**src/rtl/fetch_stage.sv**
```systemverilog
// Instruction-fetch stage and IF/ID pipeline register for the 16-bit core.
// Owns the PC, handles redirect/stall, and drains the pipeline before halting on HLT.
module fetch_stage #(
    parameter logic [15:0] RESET_PC     = 16'h0000,
    parameter logic [15:0] NOP_INSTR    = 16'h0000,
    parameter int unsigned DRAIN_CYCLES = 3
) (
    input  logic        clk,
    input  logic        rst,
    input  logic        stall,
    input  logic        redirect,
    input  logic [15:0] redirect_pc,
    output logic [15:0] imem_addr,
    output logic        imem_rd_en,
    input  logic [15:0] imem_data,
    output logic [15:0] if_id_instr,
    output logic [15:0] if_id_pc_plus2,
    output logic        if_id_valid,
    output logic        halted
);

    localparam logic [3:0] HltOpcode = 4'hF;
    localparam logic [3:0] CntInit   = 4'(DRAIN_CYCLES - 1);

    typedef enum logic [1:0] {
        StRun,
        StDrain,
        StCount,
        StHalted
    } state_e;

    state_e      state_q, state_d;
    logic [15:0] pc_q, pc_d;
    logic [15:0] instr_q, instr_d;
    logic [15:0] pc_plus2_q, pc_plus2_d;
    logic        valid_q, valid_d;
    logic [3:0]  cnt_q, cnt_d;
    logic [15:0] pc_next_seq;

    assign pc_next_seq = pc_q + 16'd2;

    always_comb begin
        state_d    = state_q;
        pc_d       = pc_q;
        instr_d    = instr_q;
        pc_plus2_d = pc_plus2_q;
        valid_d    = valid_q;
        cnt_d      = cnt_q;

        unique case (state_q)
            StRun: begin
                if (redirect) begin
                    pc_d    = redirect_pc & 16'hFFFE;
                    instr_d = NOP_INSTR;
                    valid_d = 1'b0;
                end else if (!stall) begin
                    instr_d    = imem_data;
                    pc_plus2_d = pc_next_seq;
                    valid_d    = 1'b1;
                    // HLT is latched but the PC stays on it so nothing past it is fetched.
                    if (imem_data[15:12] != HltOpcode) begin
                        pc_d = pc_next_seq;
                    end else begin
                        state_d = StDrain;
                    end
                end
            end
            StDrain: begin
                if (redirect) begin
                    pc_d    = redirect_pc & 16'hFFFE;
                    instr_d = NOP_INSTR;
                    valid_d = 1'b0;
                    state_d = StRun;
                end else if (!stall) begin
                    instr_d = NOP_INSTR;
                    valid_d = 1'b0;
                    cnt_d   = CntInit;
                    state_d = StCount;
                end
            end
            StCount: begin
                if (cnt_q == 4'd0) begin
                    state_d = StHalted;
                end else begin
                    cnt_d = cnt_q - 4'd1;
                end
            end
            StHalted: begin
                state_d = StHalted;
            end
            default: begin
                state_d = StRun;
            end
        endcase
    end

    always_ff @(posedge clk) begin
        if (rst) begin
            state_q    <= StRun;
            pc_q       <= RESET_PC;
            instr_q    <= NOP_INSTR;
            pc_plus2_q <= 16'h0000;
            valid_q    <= 1'b0;
            cnt_q      <= 4'd0;
        end else begin
            state_q    <= state_d;
            pc_q       <= pc_d;
            instr_q    <= instr_d;
            pc_plus2_q <= pc_plus2_d;
            valid_q    <= valid_d;
            cnt_q      <= cnt_d;
        end
    end

    assign imem_addr      = pc_q;
    assign imem_rd_en     = (state_q == StRun) && !rst;
    assign if_id_instr    = instr_q;
    assign if_id_pc_plus2 = pc_plus2_q;
    assign if_id_valid    = valid_q;
    assign halted         = (state_q == StHalted);

endmodule

```
**config.mk**
```make
export PLATFORM = sky130hd
export DESIGN_NAME = fetch_stage
export DESIGN_NICKNAME = d
export VERILOG_FILES = /design/src/rtl/fetch_stage.sv
export SDC_FILE = /design/constraint.sdc
export NUM_CORES = 1
export LEC_CHECK = 0
export CELL_PAD_IN_SITES_DETAIL_PLACEMENT = 1
export CELL_PAD_IN_SITES_GLOBAL_PLACEMENT = 1
export CORE_MARGIN = 3
export CORE_UTILIZATION = 29
export DETAILED_ROUTE_END_ITERATION = 8
export HOLD_SLACK_MARGIN = 0.03
export PLACE_DENSITY = 0.71
export SETUP_SLACK_MARGIN = 0.3
export SYNTH_ARGS = -nofsm -noshare
export SYNTH_HDL_FRONTEND = slang
export SYNTH_SLANG_ARGS = --single-unit
```
**constraint.sdc**
```tcl
create_clock -name clk -period 1.7 [get_ports clk]
set_input_delay 0.17 -clock clk [delete_from_list [all_inputs] [get_ports clk]]
set_output_delay 0.17 -clock clk [all_outputs]
set_load 0.01 [all_outputs]
```
Figure 1. Local utilization.
10 x 10 tiles, from dark blue (low) to red (high), 0 to 100% covered.
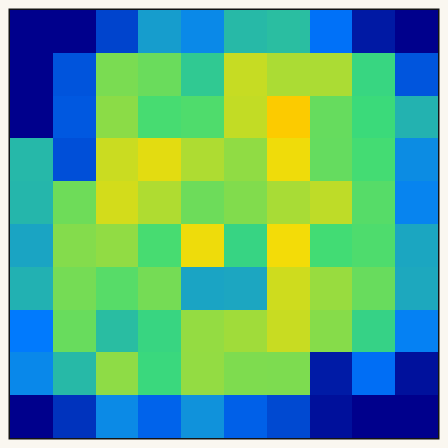
fullest tile: 77%
mean over tiles: 43%
nearly empty tiles: 8.0%
tiles over 75% full: 1.0%
densest ninth of the die: middle
final core utilization: 51.7%
Core Box Area: 8300 um2

Figure 2. Selected gate families.
Scale bar: 20 um.
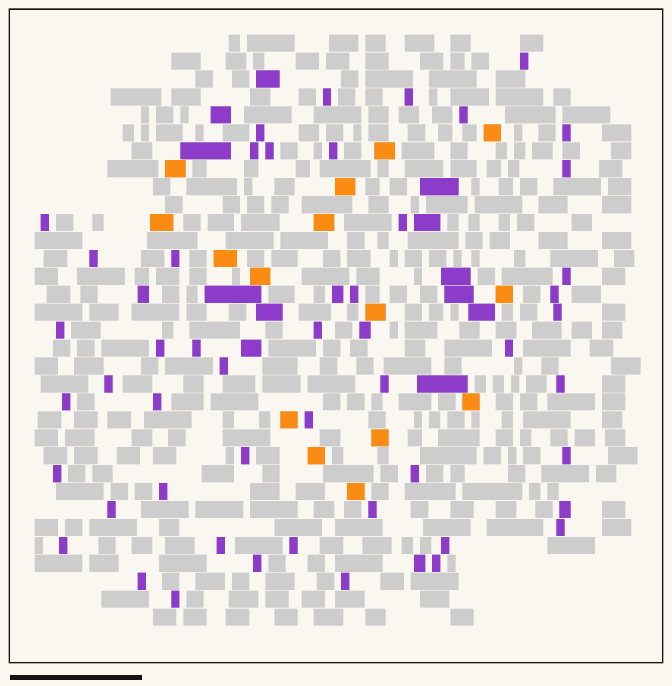
[NOR gates] purple | cells: 64 | where: all over the die
[AND-OR and OR-AND gates] orange | cells: 15
final non-filler cell total: 533
most numerous logic cell after layout: buf_4
logic share of the area: 35.7%

Figure 3. Clock distribution.
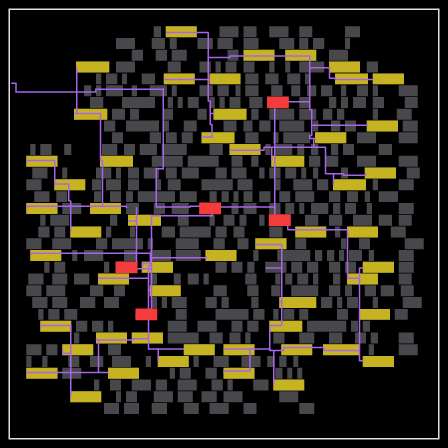
[flip-flops] yellow | count: 53
[clock drivers] red | count: 5
[clock wires] purple | length: 752 um
routed clock nets: 6
flops lie: all over the die
Clock Skew: 15.8 ps
clock network power share: 29.6%
worst skew pair latency: 320 ps
clk pwr: 825 uW

==> flow_metrics.tcl <==
# implementation run metrics
set metrics [dict create \
    yosysTopAreaCell "dfxtp_1" \
    async_reset_ff_share_pct 0 \
    cts_hold_buffers 0 \
    netlist_area_um2 2500 \
    die_w_um 98.9 \
    fmax_ghz 0.642 \
    grt_max_degree 55 \
    worstSetupPathType "reg -> reg" \
    slew_viol_final 0 \
    relSlewSlack_pct 58.2 \
    p_comb_share_pct 22.2 \
    antennaDiodeCount 0 \
    numCtsBuffers 5 \
    cts_sinks 53 \
    io_pins 87 \
    overflow 0 \
    fin_ws_ps 142 \
    power.switching_uw 777 \
    switching_share_pct 27.8 \
    finalHoldViolCount 0 \
    syn_avg_cell_area_um2 8.42 \
    gp_congestion 0.784 \
    hold_path.class "in -> reg" \
    period_used_pct 91.7 \
    seqCellArea_um2 1080 \
    p_int_mw 2.01 \
    powerDensity_nw_per_um2 651 \
    wl_per_cell_um 16.4 \
    synth_cell_types 51 \
    area_delta_synth_final_pct 71.4 \
    seqPwrFrac_pct 48.2 \
    die_height_um 98.9 \
    synth-seq-cells 53 \
    drc_errors 0 \
    setup_viol 0 \
    yosysChipArea_um2 2500 \
    grt_pass1_wl_mm 14.3 \
    ir_drop_v 0.000428 \
    ff_type "dfxtp_1" \
    topCellsByArea "dfxtp_1 (42%), nor2_1 (7.2%), a22oi_1 (6.6%), a211oi_1 (3.3%), xnor2_1 (2.8%)" \
    drive_gt1_share_pct 29.9 \
    dieArea_um2 9780 \
    edf_count 0 \
    final_cell_mix "buf_4 (54), nor2_1 (47), dfxtp_1 (41), clkdlybuf4s50_1 (36), dlymetal6s2s_1 (24)" \
    cts-root-buf "clkbuf_8" \
    antenna_left 0 \
    arrival_ps 1780 \
    path_max_fanout 4 \
    nNetsFinal 466 \
    drt_iter0_drc 68 \
    tritoncts "built" \
    viasPerCell 5.06 \
    dr.pass1.iters 4 \
    hold_slack_ps 447 \
    cp-start-kind "flip-flop" \
    totalWireLength_mm 8.75 \
    cellLeakagePower_nw 2.07 \
    post-place-ws_ps -242 \
    grt_pass1_vias 2905 \
    top_cell_area_share_pct 42.4 \
    required_ps 1920 \
    grt_usage_pct 17.8 \
    fp_util_pct 30.1 \
    h-tree-depth 2 \
    nFillCells 979 \
    drv_cap 0 \
    log.warning_count 31 \
    cts_buffer_depth 2 \
    dpl.hpwl_mm 6.00 \
    clk_pin_slew_worst_paths_ps 110 \
    rsz0062_at_grt "true" \
    status "finished, final reports clean" \
    end_kind "flip-flop" \
    synth_seq_share_pct 42.4 \
]
[kinds of logic after synthesis]
kind of cell / synth area share (%)
buffers and inverters: 5.90
DFF: 42.4
and+or+nand+nor: 20.2
xor gates and xnor gates: 4.55
AOI/OAI and AO/OA: 24.5
adders and majority gates: 1.50
other: 0.150
muxes: 0.800
[synth_stat cells, drive strengths merged, types with 4 or more instances]
| cell | number |
|---|---|
| a211oi | 11 |
| a21o | 7 |
| a21oi | 13 |
| a22oi | 22 |
| buf | 14 |
| clkbuf | 11 |
| dfxtp | 53 |
| inv | 6 |
| nand2 | 18 |
| nand3 | 8 |
| nand4 | 5 |
| nor2 | 50 |
| nor3 | 7 |
| nor4 | 4 |
| o21ai | 14 |
| xnor2 | 8 |
| xor2 | 5 |
[through the flow]
step	instances	power (mW)	TNS (ps)
3_5_place_dp	502	1.96	-6710
3_3_place_gp	502	1.94	-4550
5_1_grt	533	2.94	0
2_1_floorplan	298	1.64	0
6_report	533	2.79	0
4_1_cts	527	2.80	0
[routing by layer]
layer,vias up,wire (um),global-route usage [%]
met3,8,531,4.25
met4,0,68,4.20
met1,1306,3760,21.8
met2,68,4380,31.3
met5,-,0,0
li1,1313,-,-
[path summary, 6_finish.rpt]
| path | startpoint | endpoint | cells past startpoint |
|---|---|---|---|
| max | cnt_q[0]$_SDFFE_PP0P_ | cnt_q[2]$_SDFFE_PP0P_ | 7 |
| min | rst | imem_addr[13]$_SDFFE_PP0P_ | 3 |
| max reg2reg | cnt_q[0]$_SDFFE_PP0P_ | cnt_q[2]$_SDFFE_PP0P_ | 7 |
| min reg2reg | if_id_pc_plus2[4]$_SDFFE_PP0P_ | if_id_pc_plus2[4]$_SDFFE_PP0P_ | 2 |
[power by group through the flow]
stage	combinational, mW	sequential [mW]	clock (mW)
after floorplan	0.233	1.40	0
after global placement	0.572	1.37	0
after detailed placement	0.586	1.37	0
after CTS	0.608	1.34	0.847
after global routing	0.679	1.35	0.904
final	0.621	1.34	0.825
[state kept, by name, summed over array words and instances, names as in the netlist]
| register | flops |
|---|---|
| if_id_instr | 16 |
| if_id_pc_plus2 | 15 |
| imem_addr | 15 |
| cnt_q | 4 |
| state_q | 2 |
| if_id_valid | 1 |
[worst max-delay path: stages (launching register included)]
cell and delay [ps]:
dfxtp_2 340, inv_2 50, ha_1 130, or3b_4 400, a31oi_4 270, nor2b_2 80, xnor2_1 150, nor2_1 60
[layout make-up]
type,count,share of cell area [%]
clock buffers,7,2.25
clock inverters,1,0.204
inverters,6,0.525
multi-input cells,214,35.7
flip-flops and latches,53,25.2
well taps,105,3.06
repair buffers,147,33.0
[repair_timing]
| item | in CTS | in global routing |
|---|---|---|
| gates resized | 55 | 52 |
| pin swaps | 14 | 11 |
| setup endpoints to repair | 73 | 77 |
| gates cloned | 0 | 0 |
| setup buffers | 17 | 6 |
| endpoints found under the hold margin | 0 | 0 |
No activity file was given, so power comes from the tool's default toggle rates.
